File: src/rtl/simd_instr_encoder.sv
// simd_instr_encoder: packs decoded micro-op fields into 32-bit SIMD
// instruction words, buffers them in a DEPTH-entry FIFO and issues them
// over a valid/ready bus. After a RET is accepted, input is blocked until
// the RET word has been consumed downstream and done has pulsed.
// Optional: define SIMD_ENC_COUNT_EN to add the 16-bit issued_count port
// (saturating count of words popped downstream).
module simd_instr_encoder #(
  parameter int          DEPTH    = 4,
  parameter logic [31:0] RET_WORD = 32'hD65F03C0
) (
  input  logic                     clk,
  input  logic                     reset,
  input  logic                     in_valid,
  output logic                     in_ready,
  input  logic [2:0]               in_type,
  input  logic [4:0]               in_rd,
  input  logic [4:0]               in_rn,
  input  logic [4:0]               in_rm,
  input  logic [5:0]               in_shamt,
  input  logic [8:0]               in_addr,
  output logic                     out_valid,
  input  logic                     out_ready,
  output logic [31:0]              out_instr,
  output logic                     done,
`ifdef SIMD_ENC_COUNT_EN
  output logic [15:0]              issued_count,
`endif
  output logic [$clog2(DEPTH):0]   fifo_count
);

  localparam int AW = $clog2(DEPTH);
  localparam logic [AW:0] FULL_CNT = (AW+1)'(DEPTH);

  localparam logic [2:0] T_ADD  = 3'b000;
  localparam logic [2:0] T_SUB  = 3'b001;
  localparam logic [2:0] T_MUL  = 3'b010;
  localparam logic [2:0] T_UDIV = 3'b011;
  localparam logic [2:0] T_FADD = 3'b100;
  localparam logic [2:0] T_FSUB = 3'b101;
  localparam logic [2:0] T_LOAD = 3'b110;
  localparam logic [2:0] T_RET  = 3'b111;

  typedef enum logic [1:0] {RUN, DRAIN, DONE} state_t;

  // Pack one micro-op into the decoder's bit layout.
  function automatic logic [31:0] encode(
    input logic [2:0] ty,
    input logic [4:0] rd,
    input logic [4:0] rn,
    input logic [4:0] rm,
    input logic [5:0] sh,
    input logic [8:0] addr
  );
    logic [31:0] w;
    case (ty)
      T_ADD:   w = {11'b10001011000, rm, sh, rn, rd};
      T_SUB:   w = {11'b11001011000, rm, sh, rn, rd};
      T_MUL:   w = {11'b10011011000, rm, sh, rn, rd};
      T_UDIV:  w = {11'b10011010110, rm, sh, rn, rd};
      T_FADD:  w = {11'b00011110011, rm, 6'b001010, rn, rd};
      T_FSUB:  w = {11'b00011110011, rm, 6'b001110, rn, rd};
      T_LOAD:  w = {11'b10101010101, addr, 2'b00, rn, rd};
      default: w = RET_WORD;
    endcase
    return w;
  endfunction

  // Saturating 16-bit increment.
  function automatic logic [15:0] sat_inc16(input logic [15:0] v);
    return (v == 16'hFFFF) ? v : v + 16'd1;
  endfunction

  state_t          state;
  logic [31:0]     mem [DEPTH];
  logic [DEPTH-1:0] tag;
  logic [AW-1:0]   wr_ptr;
  logic [AW-1:0]   rd_ptr;
  logic            full;
  logic            empty;
  logic            push;
  logic            pop;
  logic            head_ret;

  assign full      = (fifo_count == FULL_CNT);
  assign empty     = (fifo_count == '0);
  assign in_ready  = (state == RUN) && !full;
  assign out_valid = !empty;
  assign push      = in_valid && in_ready;
  assign pop       = out_valid && out_ready;
  assign head_ret  = tag[rd_ptr];
  assign out_instr = empty ? 32'h0 : mem[rd_ptr];

  // FIFO storage: encoded word plus RET tag, written at enqueue.
  always_ff @(posedge clk) begin
    if (push) begin
      mem[wr_ptr] <= encode(in_type, in_rd, in_rn, in_rm, in_shamt, in_addr);
      tag[wr_ptr] <= (in_type == T_RET);
    end
  end

  // FIFO pointers and occupancy; pointers wrap naturally (DEPTH is 2^AW).
  always_ff @(posedge clk or posedge reset) begin
    if (reset) begin
      wr_ptr     <= '0;
      rd_ptr     <= '0;
      fifo_count <= '0;
    end else begin
      if (push) wr_ptr <= wr_ptr + AW'(1);
      if (pop)  rd_ptr <= rd_ptr + AW'(1);
      case ({push, pop})
        2'b10:   fifo_count <= fifo_count + 1'b1;
        2'b01:   fifo_count <= fifo_count - 1'b1;
        default: fifo_count <= fifo_count;
      endcase
    end
  end

  // Program-end FSM: RUN -> DRAIN on RET accept, DRAIN -> DONE when the
  // tagged RET leaves the FIFO, DONE lasts one cycle with done asserted.
  always_ff @(posedge clk or posedge reset) begin
    if (reset) begin
      state <= RUN;
      done  <= 1'b0;
    end else begin
      done <= 1'b0;
      case (state)
        RUN: begin
          if (push && (in_type == T_RET)) state <= DRAIN;
        end
        DRAIN: begin
          if (pop && head_ret) begin
            state <= DONE;
            done  <= 1'b1;
          end
        end
        default: state <= RUN;
      endcase
    end
  end

`ifdef SIMD_ENC_COUNT_EN
  // Words issued downstream, including RET; cleared when done pulses.
  always_ff @(posedge clk or posedge reset) begin
    if (reset) begin
      issued_count <= 16'h0;
    end else if (state == DONE) begin
      issued_count <= 16'h0;
    end else if (pop) begin
      issued_count <= sat_inc16(issued_count);
    end
  end
`endif

endmodule

File: config.mk
export PLATFORM = sky130hd
export DESIGN_NAME = simd_instr_encoder
export DESIGN_NICKNAME = d
export VERILOG_FILES = /design/src/rtl/simd_instr_encoder.sv
export SDC_FILE = /design/constraint.sdc
export NUM_CORES = 1
export LEC_CHECK = 0
export CAP_MARGIN = 20
export CORE_MARGIN = 8
export CORE_UTILIZATION = 42
export DETAILED_ROUTE_END_ITERATION = 6
export MAX_ROUTING_LAYER = met4
export PLACE_DENSITY = 0.72
export SLEW_MARGIN = 20
export SYNTH_ARGS = -nofsm -noshare
export SYNTH_HDL_FRONTEND = slang
export SYNTH_SLANG_ARGS = --single-unit
File: constraint.sdc
create_clock -name clk -period 2.9 [get_ports clk]
set_clock_uncertainty 0.2 [all_clocks]
set_input_delay 0.58 -clock clk [delete_from_list [all_inputs] [get_ports clk]]
set_output_delay 0.58 -clock clk [all_outputs]
set_load 0.03 [all_outputs]
### The metal 3 layer, run 1

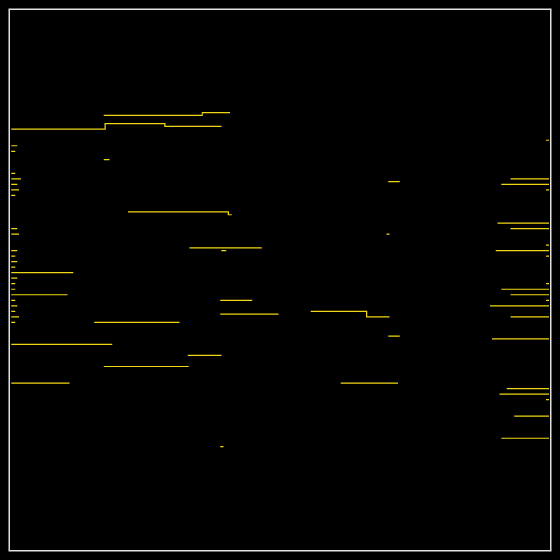
nets with wire on the layer	52
main direction	horizontal
longest straight run	24.6 um
drt total wl: 11000 um
overall via count from detail_route: 2968
met3 Use GR: 4.13%

### Register map, names as in the netlist, run 1

Scale bar: 50 um. Other sequential cells in the stronger grey, the rest of the logic in the fainter grey.
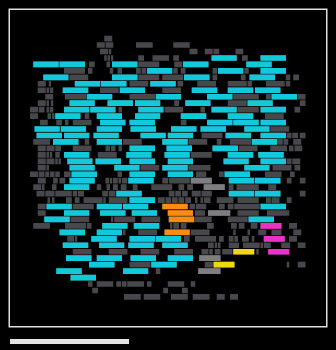
name in the netlist	colour	placed flops
state	yellow	2
tag	orange	4
fifo_count	magenta	3
mem	cyan	124
not coloured	5
sequential cell power: 2810 uW
sequential share of cell area: 54.7%
Finished Core Util: 56.3%
Seq. cell area: 0.00410 mm^2

### The metal 2 layer, run 1

Scale bar: 50 um.
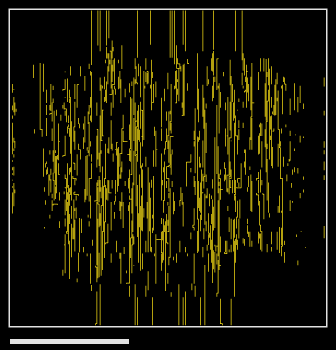
wire length on this layer	5450 um
nets with wire on the layer	400
GR Util met2: 20.8%

### Congestion heat map, run 1

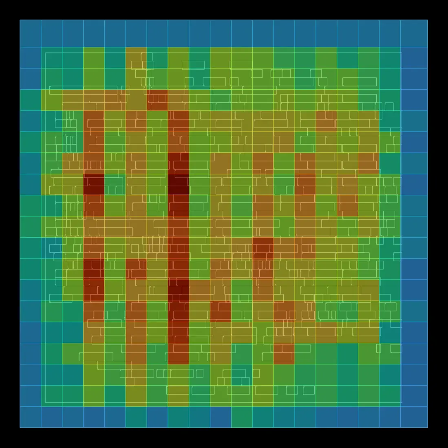
GRT busiest layer: met2
GRT Total Usage: 13.3%

==> results.yml, run 1 <==
# synthesis and place-and-route metrics
run_status:
  status: "completed"
synthesis:
  syn_avg_cell_area_um2: 18.3
  common_cells: "edfxtp_1, and2_1, mux4_2"
  synth_cell_types: 33
  synth_simple_gate_area_share_pct: 8.59
  ys.flop_type: "edfxtp_1"
  xor_area_share_pct: 1.06
  ys_top_logic_family: "multiplexers"
  seq_area_frac_synth_pct: 71.1
power_and_ir_drop:
  clockPowerShare_pct: 24.8
  p_seq_share_pct: 32.0
  p_comb_uw: 3790
  power.group.top: "combinational cells"
  p_comb_share_pct: 43.2
  power.internal_uw: 5860
global_route:
  grt_pass1_vias: 3217
  antenna_found_initial: 0
  grt_first_pass_wirelength_um: 17200
clocking:
  cts_max_path_buffers: 2
  clkTransAtPathRegs_ps: 60
  htreeDepth: 4
  cts_tree: "done"
  cts_made_buffers: 17
routing:
  wire_per_inst_um: 18.5
  drc: 0
  top_layer: "met4"
  antenna_left: 0
floorplan:
  core_area_mm2: 0.0133
  initial_core_util_pct: 43.3
  placementRows: 42
final_layout:
  design_area_mm2: 0.00749
  largest-register: "mem"
  area_growth_pct: 30.1
  fin_cells: 597
final_timing:
  whs_ps: 255
  max_slew_margin_pct: 72.6
  period_used_pct: 96.9
critical_path:
  cp.depth: 4
  rr_endpoint: "fifo_count[2]"
  endpoint: "out_instr[24]"
  required_ps: 2120
  critPathSlowestCell: "mux4_2"
  crit_fanout: 7
hold_path:
  hp-class: "input pin to asynchronous set/reset pin"
placed_design:
  hpwl_um: 7000
  placed_cell_area_mm2: 0.00685
job:
  maxCapViolCount: 0
## run 1: area by class of cell
cell class / count / area (um^2) / area share [%]
Clock buffer: 17 / 425 / 5.68
Clock inverter: 15 / 175 / 2.34
Inverter: 12 / 45.0 / 0.601
Multi-Input combinational cell: 146 / 1500 / 20.0
Sequential cell: 138 / 4100 / 54.7
Tap cell: 176 / 220 / 2.94
Timing Repair Buffer: 93 / 1030 / 13.8
## run 1: through the flow
step | total power (uW) | setup slack [ps]
finish | 8770 | 89.2
global route | 9150 | 4.87
CTS | 8840 | 10.4
detailed placement | 6650 | 310
global placement | 6610 | 358
floorplan | 5080 | 386
==> run 2, diff against run 1 <==
--- a/config.mk
+++ b/config.mk
@@ -8,6 +8,7 @@
 export CAP_MARGIN = 20
 export CORE_MARGIN = 8
 export CORE_UTILIZATION = 42
+export CTS_CLUSTER_SIZE = 40
 export DETAILED_ROUTE_END_ITERATION = 6
 export MAX_ROUTING_LAYER = met4
 export PLACE_DENSITY = 0.72
### The metal 2 layer, run 2

Scale bar: 50 um.
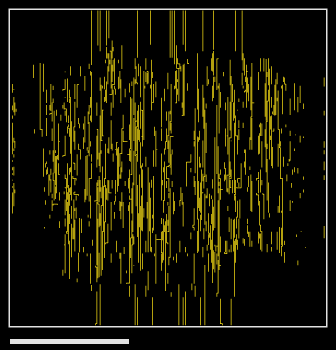
main direction	vertical
longest straight run	38.1 um
wire length on this layer	5450 um
share of all routed wire	49%
nets with wire on the layer	400

==> results.yml, run 2 <==
# synthesis and place-and-route metrics
synthesis:
  synth_cell_types: 33
  ys_top_logic_family: "multiplexers"
  syn_avg_cell_area_um2: 18.3
  synth_simple_gate_area_share_pct: 8.59
  ys.flop_type: "edfxtp_1"
  xor_area_share_pct: 1.06
  common_cells: "edfxtp_1, and2_1, mux4_2"
  seq_area_frac_synth_pct: 71.1
clocking:
  cts_max_path_buffers: 2
  clkTransAtPathRegs_ps: 60
  cts_made_buffers: 17
  htreeDepth: 4
global_route:
  grt_first_pass_wirelength_um: 17200
  antenna_found_initial: 0
  grt_pass1_vias: 3217
  grt_use_total_pct: 13.3
power_and_ir_drop:
  clockPowerShare_pct: 24.8
  p_comb_uw: 3790
  p_seq_uw: 2810
  power.group.top: "combinational cells"
  power.internal_uw: 5860
  p_comb_share_pct: 43.2
  p_seq_share_pct: 32.0
  power_uw: 8770
critical_path:
  required_ps: 2120
  cp.depth: 4
  crit_fanout: 7
  rr_endpoint: "fifo_count[2]"
final_layout:
  design_area_mm2: 0.00749
  area_growth_pct: 30.1
  largest-register: "mem"
  fin_cells: 597
routing:
  vias: 2968
  wire_per_inst_um: 18.5
  routed_wl_um: 11000
  drc: 0
  drt_iter0_markers: 188
job:
  maxCapViolCount: 0
placed_design:
  hpwl_um: 7000
  pre_cts_slack_ps: 310
  io_buffers: 74
run_status:
  status: "completed"
floorplan:
  initial_core_util_pct: 43.3
  core_area_mm2: 0.0133
final_timing:
  whs_ps: 255
### Register map, names as in the netlist, run 2

Scale bar: 50 um. Other sequential cells in the stronger grey, the rest of the logic in the fainter grey.
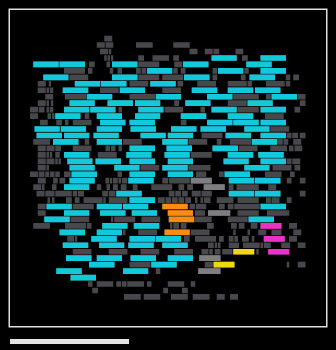
name in the netlist	colour	placed flops
mem	cyan	124
tag	orange	4
fifo_count	magenta	3
state	yellow	2
not coloured	5

## run 2: what timing repair did
action / CTS / global route
endpoints found under the setup margin: 0 / 13
setup buffers: 0 / 0
hold buffers: 0 / 0
gates resized: 0 / 2
## run 2: area by class of cell
| class | instances | area (um^2) |
|---|---|---|
| multi-input cells | 146 | 1500 |
| well taps | 176 | 220 |
| repair buffers | 93 | 1030 |
| inverters | 12 | 45.0 |
| clock buffers | 17 | 425 |
| flip-flops and latches | 138 | 4100 |
| clock inverters | 15 | 175 |
| fillers | 1052 | 5810 |
## run 2: metal layers
layer	track usage [%]	vias up	share of wire [%]
met1	15.7	1501	45
li1	-	1385	-
met5	-	-	0
met4	5.55	0	1.6
met3	4.13	12	4.4
met2	20.8	70	49
No activity file was given, so power comes from the tool's default toggle rates.
